`src/rtl/sap1_control_unit_if.sv`:
```
// sap1_control_unit_if: opcode/mode/step inputs plus control lines and status of the SAP-1 sequencer
interface sap1_control_unit_if;
    logic [3:0] ir_opcode;
    logic       run_mode;
    logic       step;
    logic       Cp, Ep, Lm, Ce, Li, Ei, La, Ea, Su, Eu, Lb, Lo, Jp;
    logic [5:0] t_state;
    logic       busy, halted, illegal_op, instr_done;
    modport master (
        input  ir_opcode, run_mode, step,
        output Cp, Ep, Lm, Ce, Li, Ei, La, Ea, Su, Eu, Lb, Lo, Jp,
        output t_state, busy, halted, illegal_op, instr_done
    );
    modport slave (
        output ir_opcode, run_mode, step,
        input  Cp, Ep, Lm, Ce, Li, Ei, La, Ea, Su, Eu, Lb, Lo, Jp,
        input  t_state, busy, halted, illegal_op, instr_done
    );
endinterface

```
`src/rtl/sap1_control_unit.sv`:
```
// sap1_control_unit: SAP-1 T1..T6 sequencer with run/single-step, HALT and sticky illegal-opcode flag.
// Defining SAP1_JMP_EN turns opcode 0011 into JMP; otherwise it is an illegal NOP.
module sap1_control_unit (
    input  logic clk,
    input  logic reset,
    sap1_control_unit_if.master bus
);
    typedef enum logic [2:0] {T1, T2, T3, T4, T5, T6, WAIT, HALT} state_t;
    localparam logic [3:0] OP_LDA = 4'b0000;
    localparam logic [3:0] OP_ADD = 4'b0001;
    localparam logic [3:0] OP_SUB = 4'b0010;
    localparam logic [3:0] OP_JMP = 4'b0011;
    localparam logic [3:0] OP_OUT = 4'b1110;
    localparam logic [3:0] OP_HLT = 4'b1111;
    state_t state, cur;
    logic step_q, ill_q, step_edge, op_legal;
    // Reset overrides the visible state so outputs show T1 for the whole reset cycle.
    assign cur = reset ? T1 : state;
    assign step_edge = bus.step & ~step_q;
`ifdef SAP1_JMP_EN
    assign op_legal = bus.ir_opcode inside {OP_LDA, OP_ADD, OP_SUB, OP_JMP, OP_OUT, OP_HLT};
`else
    assign op_legal = bus.ir_opcode inside {OP_LDA, OP_ADD, OP_SUB, OP_OUT, OP_HLT};
`endif
    always_ff @(posedge clk) begin
        if (reset) begin
            state  <= T1;
            step_q <= 1'b0;
            ill_q  <= 1'b0;
        end else begin
            step_q <= bus.step;
            if (state == T4 && !op_legal) ill_q <= 1'b1;
            case (state)
                T4:      state <= (bus.ir_opcode == OP_HLT) ? HALT : T5;
                T6:      state <= bus.run_mode ? T1 : WAIT;
                WAIT:    state <= (bus.run_mode || step_edge) ? T1 : WAIT;
                HALT:    state <= HALT;
                default: state <= state_t'(state + 3'd1);
            endcase
        end
    end
    always_comb begin
        {bus.Cp, bus.Ep, bus.Lm, bus.Ce, bus.Li, bus.Ei, bus.La} = '0;
        {bus.Ea, bus.Su, bus.Eu, bus.Lb, bus.Lo, bus.Jp} = '0;
        case (cur)
            T1: {bus.Ep, bus.Lm} = 2'b11;
            T2: bus.Cp = 1'b1;
            T3: {bus.Ce, bus.Li} = 2'b11;
            T4: case (bus.ir_opcode)
                OP_LDA, OP_ADD, OP_SUB: {bus.Ei, bus.Lm} = 2'b11;
                OP_OUT: {bus.Ea, bus.Lo} = 2'b11;
`ifdef SAP1_JMP_EN
                OP_JMP: {bus.Ei, bus.Jp} = 2'b11;
`endif
                default: ;
            endcase
            T5: case (bus.ir_opcode)
                OP_LDA: {bus.Ce, bus.La} = 2'b11;
                OP_ADD, OP_SUB: {bus.Ce, bus.Lb} = 2'b11;
                default: ;
            endcase
            T6: if (bus.ir_opcode == OP_ADD || bus.ir_opcode == OP_SUB) begin
                {bus.Eu, bus.La} = 2'b11;
                bus.Su = bus.ir_opcode == OP_SUB;
            end
            default: ;
        endcase
    end
    assign bus.t_state    = (cur == WAIT || cur == HALT) ? 6'd0 : 6'd1 << cur;
    assign bus.busy       = cur != WAIT && cur != HALT;
    assign bus.halted     = cur == HALT;
    assign bus.instr_done = cur == T6;
    assign bus.illegal_op = ~reset & (ill_q | (state == T4 & ~op_legal));
endmodule

```
`src/flat_wrapper.sv`:
```
// flat-port wrapper written by rule: the top's interface ports become plain ports
module sap1_control_unit_flat 
  (clk, reset, bus_ir_opcode, bus_run_mode, bus_step, bus_Cp, bus_Ep, bus_Lm, bus_Ce, bus_Li, bus_Ei, bus_La, bus_Ea, bus_Su, bus_Eu, bus_Lb, bus_Lo, bus_Jp, bus_t_state, bus_busy, bus_halted, bus_illegal_op, bus_instr_done);
  sap1_control_unit_if bus_i ();
  input  logic clk;
  input  logic reset;
  input wire logic [$bits(bus_i.ir_opcode)-1:0] bus_ir_opcode;
  input wire logic [$bits(bus_i.run_mode)-1:0] bus_run_mode;
  input wire logic [$bits(bus_i.step)-1:0] bus_step;
  output wire logic [$bits(bus_i.Cp)-1:0] bus_Cp;
  output wire logic [$bits(bus_i.Ep)-1:0] bus_Ep;
  output wire logic [$bits(bus_i.Lm)-1:0] bus_Lm;
  output wire logic [$bits(bus_i.Ce)-1:0] bus_Ce;
  output wire logic [$bits(bus_i.Li)-1:0] bus_Li;
  output wire logic [$bits(bus_i.Ei)-1:0] bus_Ei;
  output wire logic [$bits(bus_i.La)-1:0] bus_La;
  output wire logic [$bits(bus_i.Ea)-1:0] bus_Ea;
  output wire logic [$bits(bus_i.Su)-1:0] bus_Su;
  output wire logic [$bits(bus_i.Eu)-1:0] bus_Eu;
  output wire logic [$bits(bus_i.Lb)-1:0] bus_Lb;
  output wire logic [$bits(bus_i.Lo)-1:0] bus_Lo;
  output wire logic [$bits(bus_i.Jp)-1:0] bus_Jp;
  output wire logic [$bits(bus_i.t_state)-1:0] bus_t_state;
  output wire logic [$bits(bus_i.busy)-1:0] bus_busy;
  output wire logic [$bits(bus_i.halted)-1:0] bus_halted;
  output wire logic [$bits(bus_i.illegal_op)-1:0] bus_illegal_op;
  output wire logic [$bits(bus_i.instr_done)-1:0] bus_instr_done;
  assign bus_i.ir_opcode = bus_ir_opcode;
  assign bus_i.run_mode = bus_run_mode;
  assign bus_i.step = bus_step;
  assign bus_Cp = bus_i.Cp;
  assign bus_Ep = bus_i.Ep;
  assign bus_Lm = bus_i.Lm;
  assign bus_Ce = bus_i.Ce;
  assign bus_Li = bus_i.Li;
  assign bus_Ei = bus_i.Ei;
  assign bus_La = bus_i.La;
  assign bus_Ea = bus_i.Ea;
  assign bus_Su = bus_i.Su;
  assign bus_Eu = bus_i.Eu;
  assign bus_Lb = bus_i.Lb;
  assign bus_Lo = bus_i.Lo;
  assign bus_Jp = bus_i.Jp;
  assign bus_t_state = bus_i.t_state;
  assign bus_busy = bus_i.busy;
  assign bus_halted = bus_i.halted;
  assign bus_illegal_op = bus_i.illegal_op;
  assign bus_instr_done = bus_i.instr_done;
  sap1_control_unit u_core (.clk(clk), .reset(reset), .bus(bus_i));
endmodule
```
`config.mk`:
```
export PLATFORM = sky130hd
export DESIGN_NAME = sap1_control_unit_flat
export DESIGN_NICKNAME = d
export VERILOG_FILES = /design/src/rtl/sap1_control_unit_if.sv /design/src/rtl/sap1_control_unit.sv /design/src/flat_wrapper.sv
export SDC_FILE = /design/constraint.sdc
export NUM_CORES = 1
export LEC_CHECK = 0
export CORE_UTILIZATION = 38
export CTS_BUF_LIST = sky130_fd_sc_hd__clkbuf_2 sky130_fd_sc_hd__clkbuf_4 sky130_fd_sc_hd__clkbuf_8
export DETAILED_ROUTE_END_ITERATION = 16
export HOLD_SLACK_MARGIN = 0.03
export PLACE_DENSITY = 0.9
export SLEW_MARGIN = 20
export SYNTH_ARGS = -nofsm -noshare
export SYNTH_HDL_FRONTEND = slang
export SYNTH_SLANG_ARGS = --single-unit
```
`constraint.sdc`:
```
create_clock -name clk -period 2.1 [get_ports clk]
set_input_delay 0.42 -clock clk [delete_from_list [all_inputs] [get_ports clk]]
set_output_delay 0.42 -clock clk [all_outputs]
set_load 0.02 [all_outputs]
```
==> results.json <==
{
  "status": "finished clean",
  "crit_end": "bus_Su",
  "areaGrowthSynthToFinish_pct": 93.4,
  "top_cell_area_share_pct": 18.8,
  "postPlaceCellArea_sq_um": 913,
  "chipArea_sq_um": 1560,
  "clk-power_mw": 0.127,
  "grt_pass1_wl_um": 2880,
  "post-route-drc-count": 0,
  "enable_flop_cells": 0,
  "required_ns": 1.68,
  "fin_crit_ns": 2.05,
  "clockBufferDepth": 2,
  "gp_congestion": 0.795,
  "ctsHoldBuffers": 0,
  "ys_warn_count": 0,
  "swShare_pct": 45.2,
  "nWellTaps": 15,
  "wl_met3_um": 122,
  "final_area_sq_um": 1030,
  "reg2reg_slack_ns": 0.10,
  "top_power_group": "combinational cells",
  "r2r_cells": 11,
  "power_per_cell_area_nw_per_um2": 939,
  "reg2reg_from": "u_core.state[1]",
  "path_max_fanout": 5,
  "power.static_leakage_nw": 0.592,
  "powerComb_mw": 0.668,
  "ys_cells": 71,
  "drive_above_1_share_pct": 37.2,
  "synthTopCellsByCount": "nor2_1 (9), inv_1 (7), and3_1 (6)",
  "antenna_cells": 0,
  "crit_buf_inv": 1,
  "nFillCells": 88,
  "holdPathEnd": "u_core.state[1]",
  "p_clk_share_pct": 13.1,
  "muxShareOfSynthArea_pct": 0,
  "hp-class": "reg2reg",
  "place_ws_ns": -0.452,
  "syn_nets": 84,
  "grtUsageMet3_pct": 5.11,
  "ff_type": "dfxtp_1",
  "post_cts_resized": 43,
  "root_buffer": "clkbuf_4",
  "grtUsageMet1_pct": 26.1,
  "syn_area_per_cell_sq_um": 7.51,
  "inverters": 8,
  "report.final.setup_viol": 0,
  "htreeDepth": 1,
  "hp-start": "u_core.state[2]",
  "ys_top_logic_family": "simple AND/OR/NAND/NOR gates",
  "grt_antenna_before_repair": 0,
  "final.signal_buffer_count": 49,
  "grt_max_degree": 7,
  "dr.pass1.iters": 4,
  "ys.flops": 5,
  "top_cell": "nor2_1",
  "worstSetupPathType": "reg2out",
  "pwr-share-seq_pct": 17.9,
  "mostFrequentLayoutCells": "buf_4 (21), dlygate4sd2_1 (10), nor2_1 (8), dlymetal6s2s_1 (8), inv_1 (7)",
  "ys_seq_share_pct": 18.8,
  "cp-start-kind": "flop",
  "combPwrFrac_pct": 69.0,
  "post_cts.repair.setup_buffers": 8,
  "post-route-util_pct": 79.2,
  "cap_violations": 0,
  "reg_top3": "u_core.state: 3 flops, u_core.ill_q: 1 flops, u_core.step_q: 1 flops",
  "grt_use_met2_pct": 55.3,
  "initial_core_util_pct": 41.0,
  "crit_slowest_cell": "dfxtp_1",
  "fa_ha_area_share_pct": 11.7,
  "clk_latency_ns": 0.24,
  "met1_length_um": 830,
  "fin_nets": 135,
  "grt_busiest_layer": "met2",
  "xor_area_share_pct": 3.29,
  "vias_per_cell": 5.46,
  "area_leaders": "dfxtp_1 (19%), ha_1 (12%), and3_1 (7.0%), nor2_1 (6.3%), inv_1 (4.9%)",
  "synth_top_cell_by_area": "dfxtp_1",
  "critical-path-top-delay-family": "simple AND/OR/NAND/NOR gates",
  "hold_slack_ns": 0.741,
  "final-seq-area_sq_um": 101,
  "end_kind": "primary output",
  "dr_wl_met2_um": 1210,
  "power_mw": 0.968,
  "cp.depth": 4,
  "p_sw_mw": 0.438,
  "critPathLaunch": "u_core.state[2]",
  "comb_area_sq_um": 414,
  "seq_cell_power_mw": 0.173,
  "clkSlewWorstSetupHoldPaths_ns": 0.05,
  "r2r-end": "u_core.ill_q",
  "peakVddDrop_mv": 0.498,
  "synth_area_sq_um": 533,
  "async_flop_share_pct": 0,
  "yosysChipArea_sq_um": 533,
  "critical_path.cell_chain": "nor3b_4 -> and2_1 -> and4b_1 -> clkdlybuf4s15_2",
  "clock.fmax_mhz": 487,
  "grt.overflow.total": 0,
  "synthSimpleGateAreaFrac_pct": 37.8,
  "hpwl_um": 1310,
  "drt_iter0_drc": 17,
  "worst_path_largest_cell_delay_ns": 0.46,
  "tool_warnings": 29,
  "fin_crit_sh_pct": 97.8,
  "synthCells": 71,
  "largest_register_ffs": 3,
  "largest_class": "non-clock buffers",
  "clkCellAreaFrac_pct": 2.91,
  "comb_cells": 55,
  "topRoutingLayerUsed": "met4",
  "dp_cells": 124,
  "pin_count": 31,
  "grt_pass1_vias": 669,
  "top_register": "u_core.state",
  "cts_tree": "built",
  "setup_tns_ns": 0,
  "slew_viol_final": 0,
  "internal_power_mw": 0.530,
  "hold_viol": 0,
  "arrival_ns": 1.63,
  "layout_setup_ws_ns": 0.0469,
  "min_delay_path_depth": 3,
  "yosysUniqueCellTypes": 32,
  "drtAntennaViolNets": 0,
  "ys_sh_aoi_pct": 18.5,
  "buffer_area_share_pct": 42.4
}
Fig. 1: logic cells by family
Scale bar: 10 um.
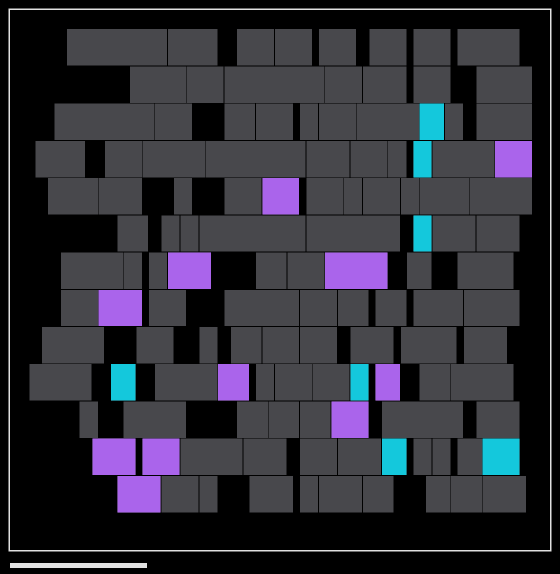
- purple: inverting AOI/OAI gates (cells 11)
- cyan: NAND gates (cells 7)
most common cell after layout, fill and taps aside: buf_4
Comb/total area: 40.2%
final std cells w/o fill: 136

Fig. 2: metal layers overlaid
Two of the layers only.
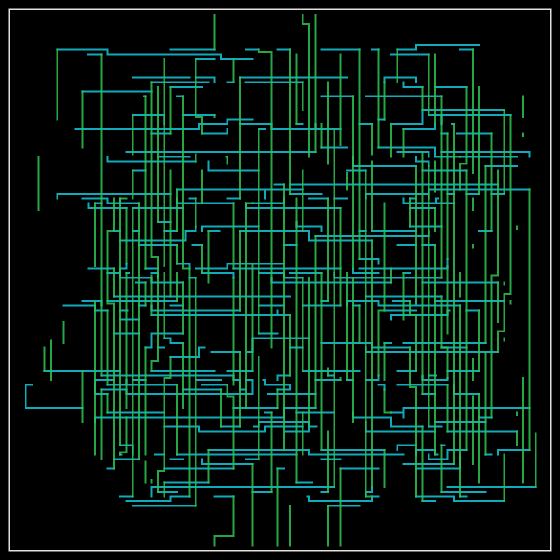
- cyan: met1 (wire length 831 um)
- green: met2 (wire length 1,210 um)
wire per inst: 16.4 um
GRT Util Overall: 27.7%
vias: 743
final WL: 2230 um

Fig. 3: pin placement
Pins as bars across the die edge, other pins in grey.
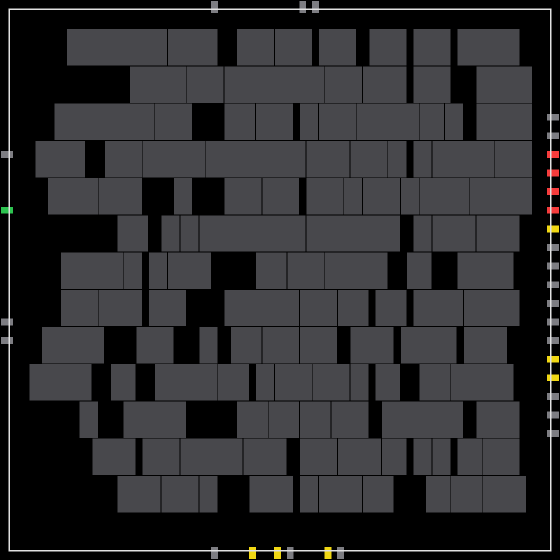
- red: `bus_ir_opcode` (pins 4; direction input; edge east)
- yellow: `bus_t_state` (pins 6; direction output; edge 3 south, 3 east)
- green: `bus_run_mode` (pins 1; direction input; edge west)
- all pins by edge: 18 east, 6 south, 4 west, 3 north
Die Width: 39.5 um
port bufs: 29
Die H: 39.5 um

Fig. 4: the clock network
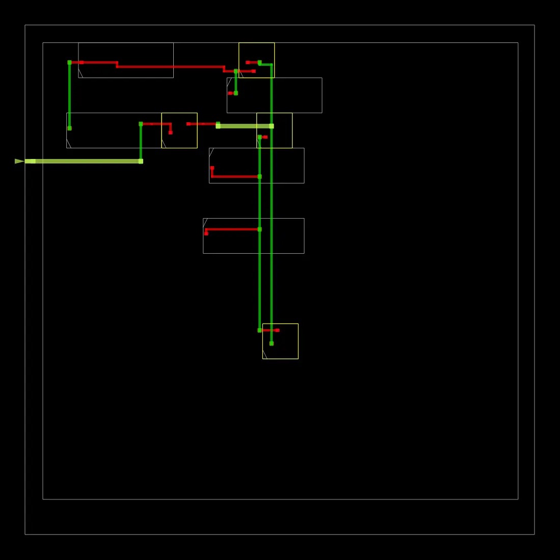
clkbuf count: 4
cts bufs inserted: 3
Seq cells: 5
Post-Route Skew: 0.00350 ns
Clock Sink Count: 5

Fig. 5: placement by cell class
Fill, decap, tap and diode cells in grey.
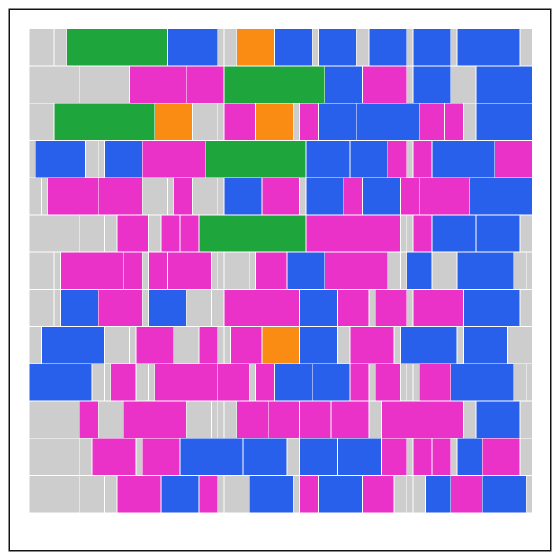
- magenta: all other logic (cells 63)
- orange: clock drivers and dummy loads (cells 4)
- blue: other buffers and delay cells (cells 49)
- green: flip-flops (cells 5)
Core Rows: 13
sequential share of cell area: 9.83%
Core ar.: 1300 sq um

No activity file was given, so power comes from the tool's default toggle rates.
